Figure 1. Placed cells, one color a class (run 1).
Bar = 50 µm. Fill, decap, tap and diode cells in gray.
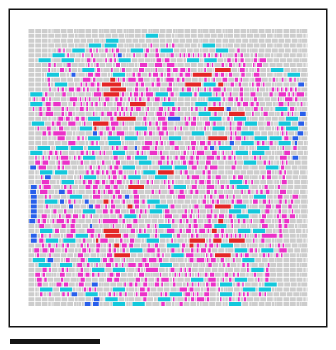
Figure 2. Gate families picked out (run 1).
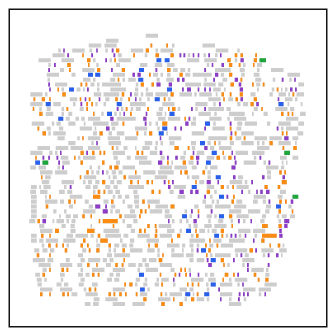
Figure 3. Sizing map (run 1).
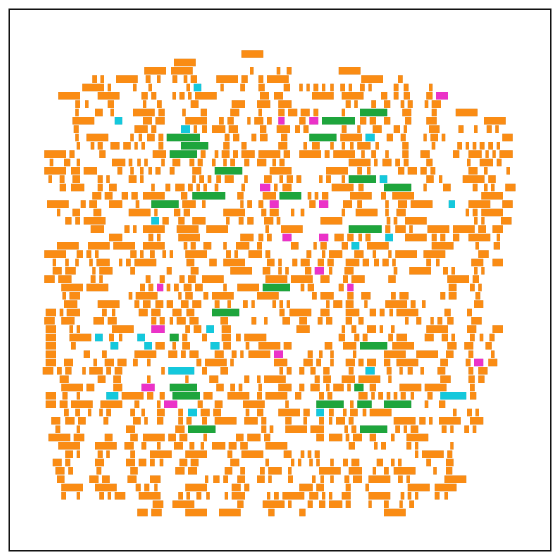
===== config.mk =====
export PLATFORM = sky130hd
export DESIGN_NAME = qam_rx_demod
export DESIGN_NICKNAME = d
export VERILOG_FILES = /design/src/rtl/qam_pkg.sv /design/src/rtl/qam_ps.sv /design/src/rtl/qam_rx_demod.sv
export SDC_FILE = /design/constraint.sdc
export NUM_CORES = 1
export LEC_CHECK = 0
export CAP_MARGIN = 20
export CELL_PAD_IN_SITES_DETAIL_PLACEMENT = 1
export CELL_PAD_IN_SITES_GLOBAL_PLACEMENT = 2
export CORE_MARGIN = 10
export CORE_UTILIZATION = 34
export DETAILED_ROUTE_END_ITERATION = 7
export HOLD_SLACK_MARGIN = 0.12
export PLACE_DENSITY = 0.75
export RECOVER_POWER = 100
export SLEW_MARGIN = 10
export SYNTH_ARGS = -nofsm -noshare
export SYNTH_HDL_FRONTEND = slang
export SYNTH_HIERARCHICAL = 1
export SYNTH_SLANG_ARGS = --single-unit

===== constraint.sdc =====
create_clock -name clk -period 3.75 [get_ports clk]
set_input_delay 0.375 -clock clk [delete_from_list [all_inputs] [get_ports clk]]
set_output_delay 0.375 -clock clk [all_outputs]
set_load 0.01 [all_outputs]

===== src/rtl/qam_pkg.sv =====
// Shared definitions for the 4-point QAM receive path: FSM states, carrier
// phase tables and the slicer's sign-to-bit mapping (common with the TX mapper).
package qam_pkg;

    typedef enum logic [1:0] {
        ST_IDLE = 2'd0,
        ST_SKIP = 2'd1,
        ST_RUN  = 2'd2
    } state_t;

    // A non-negative rail maps to 0 and a negative rail maps to 1.
    localparam logic BIT_POS = 1'b0;
    localparam logic BIT_NEG = 1'b1;

    // fs/4 carrier: cos = {+1,0,-1,0}, sin = {0,+1,0,-1}, indexed by phase.
    function automatic logic signed [1:0] cos_of(input logic [1:0] ph);
        case (ph)
            2'd0:    return 2'sb01;
            2'd2:    return 2'sb11;
            default: return 2'sb00;
        endcase
    endfunction

    function automatic logic signed [1:0] sin_of(input logic [1:0] ph);
        case (ph)
            2'd1:    return 2'sb01;
            2'd3:    return 2'sb11;
            default: return 2'sb00;
        endcase
    endfunction

endpackage


===== src/rtl/qam_ps.sv =====
// 2-bit parallel-to-serial converter. A load emits b1 immediately and b0 on the
// following cycle, regardless of input sample timing.
module qam_ps (
    input  logic       clk,
    input  logic       reset,
    input  logic       load,
    input  logic [1:0] sym,
    output logic       bout,
    output logic       bout_valid
);

    logic b0_hold;
    logic pend;

    // Shift out b1 on load, then the held b0 one cycle later.
    always_ff @(posedge clk) begin
        if (reset) begin
            bout       <= 1'b0;
            bout_valid <= 1'b0;
            b0_hold    <= 1'b0;
            pend       <= 1'b0;
        end else if (load) begin
            bout       <= sym[1];
            bout_valid <= 1'b1;
            b0_hold    <= sym[0];
            pend       <= 1'b1;
        end else if (pend) begin
            bout       <= b0_hold;
            bout_valid <= 1'b1;
            pend       <= 1'b0;
        end else begin
            bout       <= 1'b0;
            bout_valid <= 1'b0;
        end
    end

endmodule


===== src/rtl/qam_rx_demod.sv =====
// 4-point QAM receive demodulator: fs/4 quadrature mix, integrate-and-dump per
// symbol, sign slicer, serial bit output and good-symbol lock detection.
// Pipeline: E0 registers the mixed sample, E1 dumps the symbol, E2 loads the
// serialiser and updates lock.
module qam_rx_demod
    import qam_pkg::*;
#(
    parameter int IF_W   = 18,
    parameter int OSR    = 8,
    parameter int SKIP   = 0,
    parameter int THRESH = 1024,
    parameter int LOCK_N = 4
) (
    input  logic                   clk,
    input  logic                   reset,
    input  logic                   en,
    input  logic                   din_valid,
    input  logic signed [IF_W-1:0] IFin,
    output logic                   bout,
    output logic                   bout_valid,
    output logic                   sym_strobe,
    output logic                   lock
);

    localparam int ACC_W = IF_W + $clog2(OSR);
    localparam int CNT_W = $clog2(OSR);
    localparam int LCK_W = $clog2(LOCK_N + 1);
    localparam logic [CNT_W-1:0] LAST = CNT_W'(OSR - 1);
    localparam logic signed [IF_W-1:0] MIN_V = {1'b1, {(IF_W-1){1'b0}}};
    localparam logic signed [IF_W-1:0] MAX_V = {1'b0, {(IF_W-1){1'b1}}};

    // Dropping en abandons everything in flight, exactly like a reset.
    logic clr;
    assign clr = reset | ~en;

    state_t      state;
    logic [1:0]  ph;
    logic [15:0] skip_cnt;
    logic        run_smp;

    assign run_smp = (state == ST_RUN) && din_valid;

    // Select/negate "multiplier"; the single unrepresentable negation saturates.
    function automatic logic signed [IF_W-1:0] mix_sel(input logic signed [IF_W-1:0] x,
                                                       input logic signed [1:0]      c);
        logic signed [IF_W-1:0] neg;
        neg = (x == MIN_V) ? MAX_V : -x;
        case (c)
            2'sb01:  return x;
            2'sb11:  return neg;
            default: return '0;
        endcase
    endfunction

    // Sequencing FSM and carrier phase; phase restarts whenever reception starts.
    always_ff @(posedge clk) begin
        if (clr) begin
            state    <= ST_IDLE;
            ph       <= 2'd0;
            skip_cnt <= '0;
        end else begin
            case (state)
                ST_IDLE: begin
                    ph       <= 2'd0;
                    skip_cnt <= '0;
                    state    <= (SKIP == 0) ? ST_RUN : ST_SKIP;
                end
                ST_SKIP: if (din_valid) begin
                    ph       <= ph + 2'd1;
                    skip_cnt <= skip_cnt + 16'd1;
                    if (skip_cnt == 16'(SKIP - 1)) state <= ST_RUN;
                end
                ST_RUN: if (din_valid) ph <= ph + 2'd1;
                default: state <= ST_IDLE;
            endcase
        end
    end

    logic                   mix_v;
    logic                   mix_last;
    logic signed [IF_W-1:0] mix_i;
    logic signed [IF_W-1:0] mix_q;
    logic [CNT_W-1:0]       cnt;

    // E0: mix the sample down and tag the last sample of each symbol.
    always_ff @(posedge clk) begin
        if (clr) begin
            mix_v    <= 1'b0;
            mix_last <= 1'b0;
            mix_i    <= '0;
            mix_q    <= '0;
            cnt      <= '0;
        end else begin
            mix_v <= run_smp;
            if (run_smp) begin
                mix_i    <= mix_sel(IFin, cos_of(ph));
                mix_q    <= mix_sel(IFin, -sin_of(ph));
                mix_last <= (cnt == LAST);
                cnt      <= (cnt == LAST) ? '0 : cnt + CNT_W'(1);
            end
        end
    end

    logic signed [ACC_W-1:0] acc_i, acc_q, dump_i, dump_q;
    logic signed [ACC_W-1:0] mix_i_x, mix_q_x;
    logic                    dump_v;

    assign mix_i_x = {{(ACC_W-IF_W){mix_i[IF_W-1]}}, mix_i};
    assign mix_q_x = {{(ACC_W-IF_W){mix_q[IF_W-1]}}, mix_q};

    // E1: integrate; the last sample goes straight into the dump while the
    // accumulator restarts, so no sample is lost between symbols.
    always_ff @(posedge clk) begin
        if (clr) begin
            acc_i  <= '0;
            acc_q  <= '0;
            dump_i <= '0;
            dump_q <= '0;
            dump_v <= 1'b0;
        end else begin
            dump_v <= 1'b0;
            if (mix_v) begin
                if (mix_last) begin
                    dump_i <= acc_i + mix_i_x;
                    dump_q <= acc_q + mix_q_x;
                    acc_i  <= '0;
                    acc_q  <= '0;
                    dump_v <= 1'b1;
                end else begin
                    acc_i <= acc_i + mix_i_x;
                    acc_q <= acc_q + mix_q_x;
                end
            end
        end
    end

    assign sym_strobe = dump_v;

    logic [1:0]            sym;
    logic signed [ACC_W:0] ext_i, ext_q;
    logic [ACC_W:0]        abs_i, abs_q;
    logic                  good;
    logic [LCK_W-1:0]      good_cnt;

    assign sym[1] = dump_i[ACC_W-1] ? BIT_NEG : BIT_POS;
    assign sym[0] = dump_q[ACC_W-1] ? BIT_NEG : BIT_POS;
    assign ext_i  = {dump_i[ACC_W-1], dump_i};
    assign ext_q  = {dump_q[ACC_W-1], dump_q};
    assign abs_i  = ext_i[ACC_W] ? -ext_i : ext_i;
    assign abs_q  = ext_q[ACC_W] ? -ext_q : ext_q;
    assign good   = (abs_i >= (ACC_W+1)'(THRESH)) && (abs_q >= (ACC_W+1)'(THRESH));

    // E2: good-symbol run counter; a single weak symbol drops lock.
    always_ff @(posedge clk) begin
        if (clr) begin
            good_cnt <= '0;
            lock     <= 1'b0;
        end else if (dump_v) begin
            if (good) begin
                if (good_cnt != LCK_W'(LOCK_N)) good_cnt <= good_cnt + LCK_W'(1);
                lock <= (good_cnt >= LCK_W'(LOCK_N - 1));
            end else begin
                good_cnt <= '0;
                lock     <= 1'b0;
            end
        end
    end

    qam_ps u_ps (
        .clk        (clk),
        .reset      (clr),
        .load       (dump_v),
        .sym        (sym),
        .bout       (bout),
        .bout_valid (bout_valid)
    );

endmodule


==> summary.txt, run 1 <==
impl run done, here's what came out: core utilization at floorplan=0.3433, status=complete, but fails checks, Vias/cell=5.415, LEAKAGE=between 3 and 4 nW, Rows=57, clk sinks=approximately 140, max cap viols=1, # Post-CTS Setup Buffers=0, final worst-path cycle share=0.8819, Syn Area/Cell=7.742 µm², Pre-antenna DRT Iters=5, layout cell share with drive strength beyond 1=0.05730, Slew Viols, Final=31, Final Hold Viols=0, critical setup path kind=flip-flop to flip-flop, yosys warns=6, Post-Syn Area=roughly 0.0083 mm², and+or+nand+nor area frac=0.2668, Hold Buf Count CTS=0, failing checks=max-capacitance violations, max-slew violations, P&R area growth vs syn=14.05%, die width=176.2 µm, critical path buffer and inverter count=0, top cells by count, synth=dfxtp_1 (137), nor2_1 (135), a21oi_1 (117), number of I/O port buffers=25, Reg clk slew, reported paths=0.07 ns, crit path DRT=4.09 ns, skew final=approximately 0.014 ns, ys async rst share=0, wire length on met1=12.71 mm, initial antenna violation count=0, DR iter-0 viols=roughly 350, total track usage=0.1632, met2 WL=11.22 mm, Yosys Chip Area=0.008299 mm², Max-area cell share=0.3305, Logic family by area=simple AND/OR/NAND/NOR gates, CP arrival=3.65 ns, first-pass GRT wire length=around 41 mm, Final nets=1145, diodes inserted=0, Largest cells by area=dfxtp_1 (33%), ha_1 (7.8%), a21oi_1 (7.1%), Peak Freq=0.3024 GHz, RR Startpoint=mix_q[0], largest net degree at the start of global routing=slightly below 70, Slew @ Worst Pin=1.554 ns, non-filler cells, final=1406, Die ar.=between 0.03 and 0.04 mm², met1 Usage GRT=0.2208, Slowest-stage cell, CP=or3b_2, TritonCTS Buffers=17, # IOs=26
About Figure 1:
Cyan is flip-flops, cells 137. Red is clock drivers and dummy loads, cells 32. Blue is other buffers and delay cells, cells 40. Magenta is all other logic, cells 873.

About Figure 2:
Green is multiplexers, cells 4, most used mux2i_1. Orange is NOR gates, cells 263, most used nor2_1, where widely spread. Blue is XOR/XNOR gates, cells 37, most used xnor2_1. Purple is NAND gates, cells 159, most used nand2_1.

About Figure 3:
Cyan is drive 3 to 4, cells 21, share 1.9%. Magenta is drive 2, cells 16, share 1.5%. Orange is drive 1 or less, cells 1020, share 94%. Green is drive 6 and up, cells 25, share 2.3%.

==> run 1: final cells by class <==
| class | count | area [µm²] |
|---|---|---|
| fillers | 2896 | 14710 |
| clock buffers | 20 | 446.7 |
| clock inverters | 12 | 188.9 |
| well taps | 324 | 405.4 |
| multi-input cells | 846 | 5214 |
| inverters | 27 | 103.9 |
| flip-flops and latches | 137 | 2743 |
| repair buffers | 40 | 364.1 |
==> run 1: metrics by stage <==
stage,setup slack (ns),util,hold WS [ns],power [mW]
finish,0.4427,0.3915,0.4518,3.487
floorplan,0.9284,-,0.4345,1.604
global placement,0.3741,0.3668,0.4467,1.685
global route,0.1762,0.3915,0.4855,3.617
detailed placement,0.2924,0.3668,0.4499,1.686
CTS,0.4590,0.3931,0.4585,3.538
==> run 1: how the worst max path moves through the flow <==
stage	start	end
after CTS	mix_q[0]	acc_q[20]
after floorplan	mix_q[0]	acc_q[20]
after global placement	IFin[0]	mix_q[2]
after detailed placement	IFin[0]	mix_q[7]
final	mix_q[0]	acc_q[20]
after global routing	en	mix_i[1]
==> run 1: sequential cells by signal, indices dropped and copies added (netlist names), 2 cells and up <==
name / count
mix_i: 18
mix_q: 18
good_cnt: 3
cnt: 3
acc_i: 21
ph: 2
dump_i: 21
dump_q: 21
acc_q: 21
==> run 1: where the power goes <==
group | internal (mW) | switching, mW
clock network | 1.14 | 0.696
registers | 1.46 | 0.0113
logic | 0.0615 | 0.112
total | 2.67 | 0.820
==> run 1: cell families (layout without fill, tap and decap cells) <==
family,count (synthesis),count (layout)
buf+inv,89,99
fa+ha+maj,54,54
xor+xnor,37,37
mux,4,4
compound gates,301,301
flops,137,137
simple gates,450,450
==> run 2, diff against run 1 <==
--- a/config.mk
+++ b/config.mk
@@ -14,7 +14,7 @@
 export HOLD_SLACK_MARGIN = 0.12
 export PLACE_DENSITY = 0.75
 export RECOVER_POWER = 100
-export SLEW_MARGIN = 10
+export SLEW_MARGIN = 25
 export SYNTH_ARGS = -nofsm -noshare
 export SYNTH_HDL_FRONTEND = slang
 export SYNTH_HIERARCHICAL = 1
Figure 4. Gate families picked out (run 2).
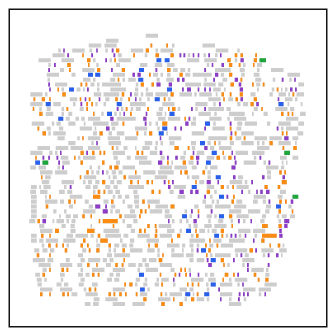
Blue is XOR/XNOR gates, cells 37, most used xnor2_1. Orange is NOR gates, cells 263, most used nor2_1, where widely spread. Green is multiplexers, cells 4, most used mux2i_1. Purple is NAND gates, cells 159, most used nand2_1.

==> run 2 against run 1 <==
Compared with the run above:
- the flow still finishes with violations (max-capacitance violations, max-slew violations)
- final area unchanged
- register-to-register slack about the same
- clock power about the same
- area after synthesis did not move
- core utilization stayed put
- combinational power about the same
- global-route usage is the same
- power did not move
- critical path depth is the same
- critical path type unchanged
- largest power group unchanged
==> summary.txt, run 2 <==
impl run done, here's what came out: top cells by count, synth=dfxtp_1 (137), nor2_1 (135), a21oi_1 (117), yosys warns=6, met1 Usage GRT=0.2208, core utilization at floorplan=0.3433, LEAKAGE=roughly 3.8 nW, Final nets=1145, clock root cell=clkbuf_16, Routed Antenna Nets=0, layout cell share with drive strength beyond 1=0.05730, peak fanout along the critical path=4, ys async rst share=0, ys flop type=dfxtp_1, met2 WL=11.22 mm, most frequent logic cells in the routed design=dfxtp_1 (137), nor2_1 (135), a21oi_1 (117), diodes inserted=0, OpenROAD warning count=32, Syn Area/Cell=7.742 µm², wire length on met1=12.71 mm, total track usage=0.1632, synth unique cells=69, final worst-path cycle share=0.8819, max cap viols=1, Reg clk slew, reported paths=0.07 ns, Max-area cell share=0.3305, skew final=between 0.01 and 0.015 ns, Largest cells by area=dfxtp_1 (33%), ha_1 (7.8%), a21oi_1 (7.1%), Vias/cell=5.415, Slew Viols, Final=31, Post-synth EDFFs=0, number of H-tree levels=4, Hold Path Class=flip-flop to flip-flop, DR iter-0 viols=353, Overflow after GRT=0, Die ar.=0.03106 mm², crit path DRT=between 4 and 5 ns, Via Count=around 7600, first-pass GRT wire length=41.34 mm, Insertion Delay late pin=0.43 ns, post-CTS sizing=0, DP HPWL=18.33 mm, failing checks=max-capacitance violations, max-slew violations, P&R area growth vs syn=14.05%, post-synth net total=1148, status=complete, but fails checks, Fin Setup TNS=0 ns, most numerous cell in the Yosys netlist=dfxtp_1, die width=176.2 µm, Crit. End Element=flip-flop, Rows=between 50 and 60, # IOs=26, Yosys Chip Area=0.008299 mm², setup repair after global routing missed its margin=false, initial antenna violation count=0, DR WL met3=423 µm, Post-Syn Area=0.008299 mm², Die Height=176.2 µm, critical setup path kind=flip-flop to flip-flop, Final Hold Viols=0, CP arrival=between 3 and 4 ns, Hold Buf Count CTS=0, final instance area=0.009465 mm², maximum vdd ir drop=0.0002713 V, number of I/O port buffers=25, clk sinks=between 100 and 150, largest net degree at the start of global routing=68, Peak Freq=just over 0.3 GHz, vias in the first global route=7769, met3 global-route usage=0.02200, Pre-antenna DRT Iters=5, TritonCTS Buffers=17, setup violators final=0, crit start category=flip-flop, fin crit period=3.307 ns, Area after DPL=0.008867 mm², Synth flops=137, Core Region=about 0.024 mm², DRT Wirelength=24.86 mm, Slew @ Worst Pin=1.554 ns, DR DRC count=0, # Post-CTS Setup Buffers=0
-- run 2: layout make-up --
type                       count  area (µm²)
clock buffer                  20       446.7
fill                        2896       14710
sequential                   137        2743
tap                          324       405.4
inverter                      27       103.9
timing repair buffer          40       364.1
clock inverter                12       188.9
multi-input combinational    846        5214
-- run 2: final timing paths --
check / end / depth (start not counted) / from / slack (ns)
worst max-delay path: acc_q[20] / 10 / mix_q[0] / 0.44
worst min-delay path: lock / 2 / lock / 0.45
worst min register to register: lock / 2 / lock / 0.45
worst max register to register: acc_q[20] / 10 / mix_q[0] / 0.44
-- run 2: logic make-up (layout without fill, tap and decap cells) --
kind of cell	after synthesis	count (layout)	synth area share
compound gates	301	301	0.2352
xor+xnor	37	37	0.03905
fa+ha+maj	54	54	0.08322
buf+inv	89	99	0.04025
flops	137	137	0.3305
mux	4	4	0.004975
simple gates	450	450	0.2668
-- run 2: critical path, cell delays in order (launching register included) --
cell and delay (ns):
dfxtp_1 0.35, ha_1 0.25, fa_1 0.43, a211oi_1 0.27
nor2_1 0.15, o211ai_1 0.30, nand4_1 0.21, nand4_1 0.14
or3b_2 0.49, or3b_2 0.45, a31oi_1 0.18
-- run 2: stage by stage --
step                        util  hold WS, ns  instances  total power, mW  setup WS [ns]
after global routing      0.3915       0.4855       1406            3.617         0.1762
after floorplan                -       0.4345       1072            1.604         0.9284
after CTS                 0.3931       0.4585       1406            3.538         0.4590
after global placement    0.3668       0.4467       1374            1.685         0.3741
after detailed placement  0.3668       0.4499       1374            1.686         0.2924
final                     0.3915       0.4518       1406            3.487         0.4427
-- run 2: where the power goes --
group	internal (mW)	switching, mW	total, mW	leakage (nW)
Clock	1.14	0.696	1.84	0.305
Combinational	0.0615	0.112	0.174	2.37
Sequential	1.46	0.0113	1.48	1.10
Power is estimated from default activity; no workload was simulated.
